Figure 1. Track usage over the die.
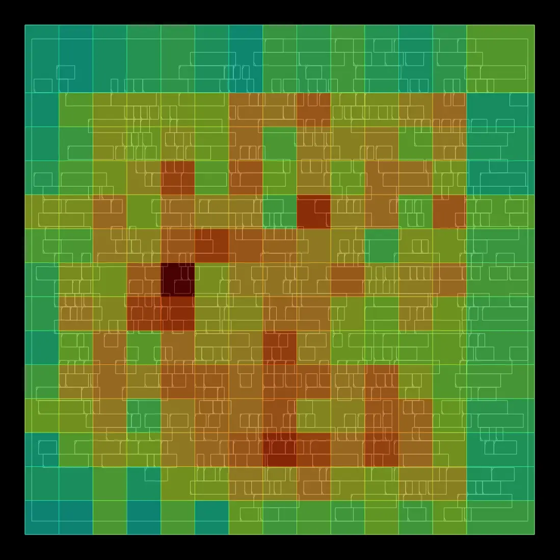
Figure 2. Signal wires on met1.
Bar = 20 microns. Supply wires on this layer in gray.
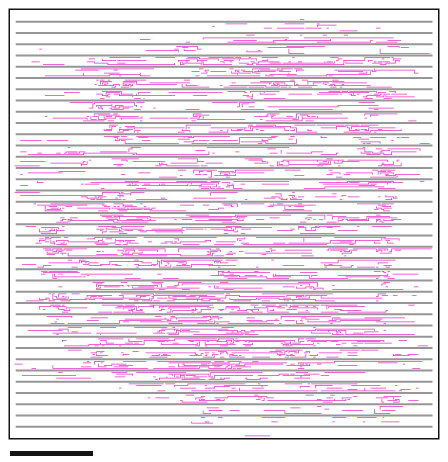
--- src/rtl/spi_flash_pkg.sv ---
// Shared command codes, FSM state encoding and JEDEC byte selection for the
// SPI flash read-side responder.
package spi_flash_pkg;

    localparam logic [7:0] CMD_READ = 8'h03;
    localparam logic [7:0] CMD_RDSR = 8'h05;
    localparam logic [7:0] CMD_RDID = 8'h9F;

    typedef enum logic [2:0] {
        IDLE,
        CMD,
        ADDR,
        DATA,
        ID,
        STATUS,
        IGNORE
    } state_t;

    // Byte idx of the JEDEC identifier, MSB byte first; past the third byte it reads zero.
    function automatic logic [7:0] id_byte(input logic [23:0] id, input logic [1:0] idx);
        case (idx)
            2'd0:    return id[23:16];
            2'd1:    return id[15:8];
            2'd2:    return id[7:0];
            default: return 8'h00;
        endcase
    endfunction

endpackage

--- src/rtl/spi_flash_responder_if.sv ---
// SPI pins plus the synchronous byte-read memory port of the flash responder.
interface spi_flash_responder_if #(
    parameter int ADDR_WIDTH = 16
);
    logic                  spi_sclk;
    logic                  spi_ss;
    logic                  spi_mosi;
    logic                  spi_miso;
    logic                  spi_miso_oe;
    logic [ADDR_WIDTH-1:0] mem_addr;
    logic                  mem_rd;
    logic [7:0]            mem_data;
    logic                  busy;

    modport slave (
        input  spi_sclk, spi_ss, spi_mosi, mem_data,
        output spi_miso, spi_miso_oe, mem_addr, mem_rd, busy
    );

    modport master (
        output spi_sclk, spi_ss, spi_mosi, mem_data,
        input  spi_miso, spi_miso_oe, mem_addr, mem_rd, busy
    );
endinterface

--- src/rtl/spi_pin_sync.sv ---
// Multi-stage synchroniser for the {sclk, ss, mosi} pin bundle with edge
// detection on sclk and ss.
module spi_pin_sync #(
    parameter int STAGES = 2
) (
    input  logic       clk,
    input  logic       rst,
    input  logic [2:0] pins,
    output logic       sclk_rise,
    output logic       sclk_fall,
    output logic       ss_rise,
    output logic       ss_fall,
    output logic       ss_level,
    output logic       mosi_level
);
    logic [STAGES-1:0][2:0] chain;
    logic                   sclk_prev;
    logic                   ss_prev;

    // ss resets low so that a chip select already asserted at reset release
    // produces no falling edge until it has been seen high.
    always_ff @(posedge clk or posedge rst) begin
        if (rst) begin
            chain     <= '0;
            sclk_prev <= 1'b0;
            ss_prev   <= 1'b0;
        end else begin
            chain     <= {chain[STAGES-2:0], pins};
            sclk_prev <= chain[STAGES-1][2];
            ss_prev   <= chain[STAGES-1][1];
        end
    end

    assign sclk_rise  =  chain[STAGES-1][2] & ~sclk_prev;
    assign sclk_fall  = ~chain[STAGES-1][2] &  sclk_prev;
    assign ss_rise    =  chain[STAGES-1][1] & ~ss_prev;
    assign ss_fall    = ~chain[STAGES-1][1] &  ss_prev;
    assign ss_level   =  chain[STAGES-1][1];
    assign mosi_level =  chain[STAGES-1][0];

endmodule

--- src/rtl/spi_flash_responder.sv ---
// SPI mode-0 target emulating the read side of a serial NOR flash
// (READ, READ STATUS, JEDEC ID), fully oversampled in the io_clock domain.
module spi_flash_responder
    import spi_flash_pkg::*;
#(
    parameter int          ADDR_WIDTH  = 16,
    parameter logic [23:0] JEDEC_ID    = 24'hEF4016,
    parameter int          SYNC_STAGES = 2
) (
    input  logic                  io_clock,
    input  logic                  io_reset,
    spi_flash_responder_if.slave  io
);
    localparam logic [ADDR_WIDTH-1:0] ADDR_ONE = {{(ADDR_WIDTH-1){1'b0}}, 1'b1};

    logic sclk_rise, sclk_fall, ss_rise, ss_fall, ss_level, mosi;

    state_t                state_q, state_d;
    logic [4:0]            bit_cnt_q, bit_cnt_d;
    logic [6:0]            cmd_q, cmd_d;
    logic [ADDR_WIDTH-2:0] addr_sr_q, addr_sr_d;
    logic [7:0]            tx_q, tx_d;
    logic [7:0]            hold_q, hold_d;
    logic [2:0]            fall_cnt_q, fall_cnt_d;
    logic [2:0]            rise_cnt_q, rise_cnt_d;
    logic [1:0]            id_idx_q, id_idx_d;
    logic [ADDR_WIDTH-1:0] mem_addr_q, mem_addr_d;
    logic                  mem_rd_q, mem_rd_d;
    logic                  rd_valid_q, rd_valid_d;
    logic                  to_hold_q, to_hold_d;
    logic                  miso_q, miso_d;
    logic                  armed_q, armed_d;
    logic                  oe;

    spi_pin_sync #(
        .STAGES(SYNC_STAGES)
    ) u_sync (
        .clk        (io_clock),
        .rst        (io_reset),
        .pins       ({io.spi_sclk, io.spi_ss, io.spi_mosi}),
        .sclk_rise  (sclk_rise),
        .sclk_fall  (sclk_fall),
        .ss_rise    (ss_rise),
        .ss_fall    (ss_fall),
        .ss_level   (ss_level),
        .mosi_level (mosi)
    );

    always_ff @(posedge io_clock or posedge io_reset) begin
        if (io_reset) begin
            state_q    <= IDLE;
            bit_cnt_q  <= '0;
            cmd_q      <= '0;
            addr_sr_q  <= '0;
            tx_q       <= '0;
            hold_q     <= '0;
            fall_cnt_q <= '0;
            rise_cnt_q <= '0;
            id_idx_q   <= '0;
            mem_addr_q <= '0;
            mem_rd_q   <= 1'b0;
            rd_valid_q <= 1'b0;
            to_hold_q  <= 1'b0;
            miso_q     <= 1'b0;
            armed_q    <= 1'b0;
        end else begin
            state_q    <= state_d;
            bit_cnt_q  <= bit_cnt_d;
            cmd_q      <= cmd_d;
            addr_sr_q  <= addr_sr_d;
            tx_q       <= tx_d;
            hold_q     <= hold_d;
            fall_cnt_q <= fall_cnt_d;
            rise_cnt_q <= rise_cnt_d;
            id_idx_q   <= id_idx_d;
            mem_addr_q <= mem_addr_d;
            mem_rd_q   <= mem_rd_d;
            rd_valid_q <= rd_valid_d;
            to_hold_q  <= to_hold_d;
            miso_q     <= miso_d;
            armed_q    <= armed_d;
        end
    end

    always_comb begin
        state_d    = state_q;
        bit_cnt_d  = bit_cnt_q;
        cmd_d      = cmd_q;
        addr_sr_d  = addr_sr_q;
        tx_d       = tx_q;
        hold_d     = hold_q;
        fall_cnt_d = fall_cnt_q;
        rise_cnt_d = rise_cnt_q;
        id_idx_d   = id_idx_q;
        mem_addr_d = mem_addr_q;
        mem_rd_d   = 1'b0;
        rd_valid_d = mem_rd_q;
        to_hold_d  = to_hold_q;
        miso_d     = miso_q;
        armed_d    = armed_q | ss_level;

        // Memory data arrives the cycle after the strobe; the first byte goes
        // straight to the shifter, prefetches park in the holding register.
        if (rd_valid_q && state_q == DATA) begin
            if (to_hold_q) hold_d = io.mem_data;
            else           tx_d   = io.mem_data;
        end

        case (state_q)
            IDLE: begin
                if (ss_fall) begin
                    state_d   = CMD;
                    bit_cnt_d = '0;
                end
            end
            CMD: begin
                if (sclk_rise) begin
                    cmd_d     = {cmd_q[5:0], mosi};
                    bit_cnt_d = bit_cnt_q + 5'd1;
                    if (bit_cnt_q == 5'd7) begin
                        bit_cnt_d  = '0;
                        fall_cnt_d = '0;
                        rise_cnt_d = '0;
                        case ({cmd_q, mosi})
                            CMD_READ: state_d = ADDR;
                            CMD_RDID: begin
                                state_d  = ID;
                                tx_d     = id_byte(JEDEC_ID, 2'd0);
                                id_idx_d = 2'd1;
                            end
                            CMD_RDSR: begin
                                state_d = STATUS;
                                tx_d    = 8'h00;
                            end
                            default:  state_d = IGNORE;
                        endcase
                    end
                end
            end
            ADDR: begin
                if (sclk_rise) begin
                    addr_sr_d = {addr_sr_q[ADDR_WIDTH-3:0], mosi};
                    bit_cnt_d = bit_cnt_q + 5'd1;
                    if (bit_cnt_q == 5'd23) begin
                        mem_addr_d = {addr_sr_q, mosi};
                        mem_rd_d   = 1'b1;
                        to_hold_d  = 1'b0;
                        state_d    = DATA;
                    end
                end
            end
            DATA: begin
                if (sclk_rise) begin
                    rise_cnt_d = rise_cnt_q + 3'd1;
                    if (rise_cnt_q == 3'd0) begin
                        mem_addr_d = mem_addr_q + ADDR_ONE;
                        mem_rd_d   = 1'b1;
                        to_hold_d  = 1'b1;
                    end
                end
                if (sclk_fall) begin
                    miso_d     = tx_q[7];
                    tx_d       = {tx_q[6:0], 1'b0};
                    fall_cnt_d = fall_cnt_q + 3'd1;
                    if (fall_cnt_q == 3'd7) tx_d = hold_q;
                end
            end
            ID: begin
                if (sclk_fall) begin
                    miso_d     = tx_q[7];
                    tx_d       = {tx_q[6:0], 1'b0};
                    fall_cnt_d = fall_cnt_q + 3'd1;
                    if (fall_cnt_q == 3'd7) begin
                        tx_d = id_byte(JEDEC_ID, id_idx_q);
                        if (id_idx_q != 2'd3) id_idx_d = id_idx_q + 2'd1;
                    end
                end
            end
            STATUS: begin
                if (sclk_fall) begin
                    miso_d = tx_q[7];
                    tx_d   = {tx_q[6:0], 1'b0};
                end
            end
            default: ;
        endcase

        // A deselect overrides everything, including a strobe raised this cycle.
        if (ss_rise) begin
            state_d    = IDLE;
            bit_cnt_d  = '0;
            cmd_d      = '0;
            addr_sr_d  = '0;
            tx_d       = '0;
            hold_d     = '0;
            fall_cnt_d = '0;
            rise_cnt_d = '0;
            id_idx_d   = '0;
            mem_rd_d   = 1'b0;
            rd_valid_d = 1'b0;
            miso_d     = 1'b0;
        end
    end

    assign oe             = armed_q & ~ss_level;
    assign io.spi_miso_oe = oe;
    assign io.busy        = oe;
    assign io.spi_miso    = miso_q & oe;
    assign io.mem_addr    = mem_addr_q;
    assign io.mem_rd      = mem_rd_q;

endmodule

--- src/flat_wrapper.sv ---
// flat-port wrapper written by rule: the top's interface ports become plain ports
module spi_flash_responder_flat import spi_flash_pkg::*;
#(
    parameter int          ADDR_WIDTH  = 16,
    parameter logic [23:0] JEDEC_ID    = 24'hEF4016,
    parameter int          SYNC_STAGES = 2
)
  (io_clock, io_reset, io_spi_sclk, io_spi_ss, io_spi_mosi, io_mem_data, io_spi_miso, io_spi_miso_oe, io_mem_addr, io_mem_rd, io_busy);
  spi_flash_responder_if #(.ADDR_WIDTH(ADDR_WIDTH)) io_i ();
  input  logic io_clock;
  input  logic io_reset;
  input wire logic [$bits(io_i.spi_sclk)-1:0] io_spi_sclk;
  input wire logic [$bits(io_i.spi_ss)-1:0] io_spi_ss;
  input wire logic [$bits(io_i.spi_mosi)-1:0] io_spi_mosi;
  input wire logic [$bits(io_i.mem_data)-1:0] io_mem_data;
  output wire logic [$bits(io_i.spi_miso)-1:0] io_spi_miso;
  output wire logic [$bits(io_i.spi_miso_oe)-1:0] io_spi_miso_oe;
  output wire logic [$bits(io_i.mem_addr)-1:0] io_mem_addr;
  output wire logic [$bits(io_i.mem_rd)-1:0] io_mem_rd;
  output wire logic [$bits(io_i.busy)-1:0] io_busy;
  assign io_i.spi_sclk = io_spi_sclk;
  assign io_i.spi_ss = io_spi_ss;
  assign io_i.spi_mosi = io_spi_mosi;
  assign io_i.mem_data = io_mem_data;
  assign io_spi_miso = io_i.spi_miso;
  assign io_spi_miso_oe = io_i.spi_miso_oe;
  assign io_mem_addr = io_i.mem_addr;
  assign io_mem_rd = io_i.mem_rd;
  assign io_busy = io_i.busy;
  spi_flash_responder #(.ADDR_WIDTH(ADDR_WIDTH), .JEDEC_ID(JEDEC_ID), .SYNC_STAGES(SYNC_STAGES)) u_core (.io_clock(io_clock), .io_reset(io_reset), .io(io_i));
endmodule
--- config.mk ---
export PLATFORM = sky130hd
export DESIGN_NAME = spi_flash_responder_flat
export DESIGN_NICKNAME = d
export VERILOG_FILES = /design/src/rtl/spi_flash_pkg.sv /design/src/rtl/spi_flash_responder_if.sv /design/src/rtl/spi_pin_sync.sv /design/src/rtl/spi_flash_responder.sv /design/src/flat_wrapper.sv
export SDC_FILE = /design/constraint.sdc
export NUM_CORES = 1
export LEC_CHECK = 0
export CAP_MARGIN = 20
export CORE_UTILIZATION = 45
export CTS_CLUSTER_DIAMETER = 50
export DETAILED_ROUTE_END_ITERATION = 6
export RECOVER_POWER = 100
export SLEW_MARGIN = 10
export SYNTH_ARGS = -nofsm -noshare
export SYNTH_HDL_FRONTEND = slang
export SYNTH_SLANG_ARGS = --single-unit
--- constraint.sdc ---
create_clock -name io_clock -period 7 [get_ports io_clock]
set_clock_uncertainty 0.2 [all_clocks]
set_input_delay 1.4 -clock io_clock [delete_from_list [all_inputs] [get_ports io_clock]]
set_output_delay 1.4 -clock io_clock [all_outputs]
set_load 0.01 [all_outputs]
==> run_summary.xml <==
<?xml version="1.0" encoding="UTF-8"?>
<metrics>
  <group name="outcome">
    <metric name="outcome" unit="">complete, but fails checks</metric>
    <metric name="violations_in_the_final_reports" unit="">capacitance limit, slew limit</metric>
  </group>
  <group name="place">
    <metric name="placedInstanceArea" unit="sq um">5036</metric>
    <metric name="numPlacedInstances" unit="">659</metric>
  </group>
  <group name="final_timing">
    <metric name="setup-violations-final" unit="">0</metric>
    <metric name="slew-limit-headroom" unit="%">-11.32</metric>
    <metric name="grt_setup_unrepaired" unit="">false</metric>
    <metric name="number_of_max_slew_violations_in_the_final_report" unit="">70</metric>
    <metric name="post-route-min-period" unit="ns">3.855</metric>
    <metric name="final.setup.worst_slack" unit="ns">3.145</metric>
    <metric name="fin_setup_tns" unit="ns">0</metric>
    <metric name="transition_time_of_the_tightest_slew_check_pin" unit="ns">1.661</metric>
    <metric name="achievable-frequency" unit="MHz">259.4</metric>
    <metric name="finalClockPeriodUsage" unit="%">55.07</metric>
  </group>
  <group name="power">
    <metric name="seq_power_share" unit="%">41.7</metric>
    <metric name="p_switching" unit="uW">545.9</metric>
    <metric name="total_leakage_power" unit="nW">2.159</metric>
    <metric name="power.share.combinational" unit="%">31.0</metric>
    <metric name="pwr_density_cell" unit="nW/um^2">295.5</metric>
    <metric name="power.total" unit="mW">1.548</metric>
    <metric name="power_switching_share" unit="%">35.27</metric>
    <metric name="power.share.clock" unit="%">27.3</metric>
  </group>
  <group name="flow_run">
    <metric name="log.warning_count" unit="">31</metric>
    <metric name="max_cap_violations" unit="">2</metric>
  </group>
  <group name="logic_synthesis">
    <metric name="yosys.area_share.aoi" unit="%">21.50</metric>
    <metric name="fa_ha_area_share" unit="%">2.971</metric>
    <metric name="ys_top_cells_by_count" unit="">dfrtp_1 (83), nand2_1 (64), a21oi_1 (49), o21ai_0 (49), nor2_1 (34)</metric>
    <metric name="basic_gates_by_area" unit="%">22.55</metric>
    <metric name="post_synth_main_area_contributors" unit="">dfrtp_1 (45%), a21oi_1 (5.3%), o21ai_0 (5.3%), nand2_1 (5.2%), nand3_1 (3.6%)</metric>
    <metric name="post_synth_num_cell_types" unit="">62</metric>
    <metric name="post-synth-top-area-fraction" unit="%">44.83</metric>
    <metric name="gate_count_after_technology_mapping" unit="">520</metric>
    <metric name="post_synth_instance_area" unit="sq um">4633</metric>
    <metric name="yosys.stat.chipArea" unit="sq um">4633</metric>
    <metric name="synth-seq-area-share" unit="%">44.83</metric>
    <metric name="most_common_cell" unit="">dfrtp_1</metric>
    <metric name="avg_cell_area_syn" unit="sq um">8.910</metric>
    <metric name="synthArstFlopShare" unit="%">100.0</metric>
    <metric name="yosys-dominant-comb-family" unit="">simple AND/OR/NAND/NOR gates</metric>
  </group>
  <group name="floorplanning">
    <metric name="floorplan.io_pins" unit="">33</metric>
    <metric name="core.rowCount" unit="">36</metric>
    <metric name="chipHeight" unit="microns">103.5</metric>
    <metric name="die_area" unit="sq um">10710</metric>
    <metric name="floorplanUtilization" unit="%">46.97</metric>
    <metric name="placeableCoreArea" unit="sq um">9864</metric>
    <metric name="die.size.x" unit="microns">103.5</metric>
  </group>
  <group name="finish">
    <metric name="layout.nets" unit="">561</metric>
    <metric name="seq_cell_count" unit="">83</metric>
    <metric name="num_antenna_cells" unit="">0</metric>
    <metric name="final.fill_count" unit="">900</metric>
    <metric name="nonClockBufferCount" unit="">37</metric>
    <metric name="clk_share" unit="%">4.587</metric>
    <metric name="area.combinational" unit="sq um">2350</metric>
    <metric name="final-instance-count-excl-fill" unit="">674</metric>
    <metric name="final_util" unit="%">53.09</metric>
    <metric name="finished_cell_area" unit="sq um">5238</metric>
    <metric name="bufAreaShareNonClock" unit="%">6.689</metric>
    <metric name="seq_area_share" unit="%">39.66</metric>
    <metric name="layout.non_clock_inverters" unit="">14</metric>
    <metric name="flop_area" unit="sq um">2077</metric>
    <metric name="layout.cells.most_common" unit="">dfrtp_1</metric>
    <metric name="multi_input_gate_share_of_total_cell_area" unit="%">44.86</metric>
    <metric name="syn2layout_area_growth" unit="%">13.04</metric>
  </group>
  <group name="cts">
    <metric name="cts_max_path_buffers" unit="">2</metric>
    <metric name="cts_hold_buffers" unit="">0</metric>
    <metric name="tritoncts_clock_tree" unit="">done</metric>
    <metric name="post_cts_setup_buffers" unit="">0</metric>
    <metric name="worstSkewPairLatency" unit="ns">0.35</metric>
    <metric name="cts_max_level" unit="">3</metric>
    <metric name="cts_buffers" unit="">9</metric>
    <metric name="tritoncts_num_sinks" unit="">83</metric>
    <metric name="cts.clk_slew.worst_paths" unit="ns">0.09</metric>
    <metric name="number_of_cells_upsized_or_downsized_after_cts" unit="">0</metric>
    <metric name="clockRootBuffer" unit="">clkbuf_8</metric>
  </group>
  <group name="global_routing">
    <metric name="first_pass_grt_wire_length" unit="microns">19120</metric>
    <metric name="grt_max_degree" unit="">48</metric>
  </group>
  <group name="worst_setup_path">
    <metric name="timing.rr.start" unit="">u_core.state_q[0]</metric>
    <metric name="setup.worst_path.start" unit="">u_core.state_q[0]</metric>
    <metric name="r2r-end" unit="">u_core.tx_q[0]</metric>
    <metric name="critPathCapture" unit="">u_core.tx_q[0]</metric>
    <metric name="crit_path_start_kind" unit="">flip-flop</metric>
    <metric name="worst_path_largest_cell_delay" unit="ns">1.37</metric>
    <metric name="critPathArrivalTime" unit="ns">3.89</metric>
    <metric name="reg2reg_setup_slack" unit="ns">3.14</metric>
    <metric name="criticalPathCategory" unit="">reg -&gt; reg</metric>
    <metric name="library_cell_contributing_the_largest_single_delay_on_the_critical_path" unit="">nor3b_1</metric>
    <metric name="worst-endpoint-required" unit="ns">7.03</metric>
    <metric name="reg2reg_depth" unit="">5</metric>
  </group>
  <group name="hold_path">
    <metric name="worstHoldPathCells" unit="">0</metric>
    <metric name="worst_hold_path.endpoint" unit="">u_core.u_sync.chain[5]</metric>
  </group>
  <group name="drt">
    <metric name="drt_drc_violations_left" unit="">0</metric>
    <metric name="ant_nets" unit="">0</metric>
    <metric name="detail_route.wl_per_cell" unit="microns">17.56</metric>
    <metric name="first_iter_violations" unit="">293</metric>
  </group>
</metrics>
-- Figure 1 (at the start) --
aggregate global-route resource usage: 23.37%
met3 Usage GRT: 4.099%
met2 track demand over resource: 37.04%

-- Figure 2 (at the start) --
- share of all routed wire: 47%
- main direction: horizontal
Final Routed Wirelength: 11830 microns
vias after detailed routing: 4075
global routing usage on met1: 33.07%

metal layers:
metal	GRT usage [%]	up-vias	part of all wire [%]	routed length (microns)
li1	-	1921	-	-
met1	33.07	2001	47	5547
met2	37.04	132	46	5443
met3	4.099	21	5.6	661
met4	6.284	0	1.5	180
met5	0	-	0	0
registers in the layout, summed over array words and instances (netlist names), 4 cells and up:
register	cells
u_core.addr_sr_q	15
u_core.bit_cnt_q	5
u_core.cmd_q	7
u_core.hold_q	8
u_core.io.mem_addr	16
u_core.tx_q	8
u_core.u_sync.chain	4
power by group through the flow:
stage                     sequential (mW)  combinational (mW)  clock, mW
final                               0.646               0.479      0.423
after detailed placement            0.658               0.496          0
after floorplan                     0.642               0.325          0
after CTS                           0.648               0.498      0.434
after global placement              0.654               0.489          0
after global routing                0.662               0.534      0.455
Power is estimated from default activity; no workload was simulated.
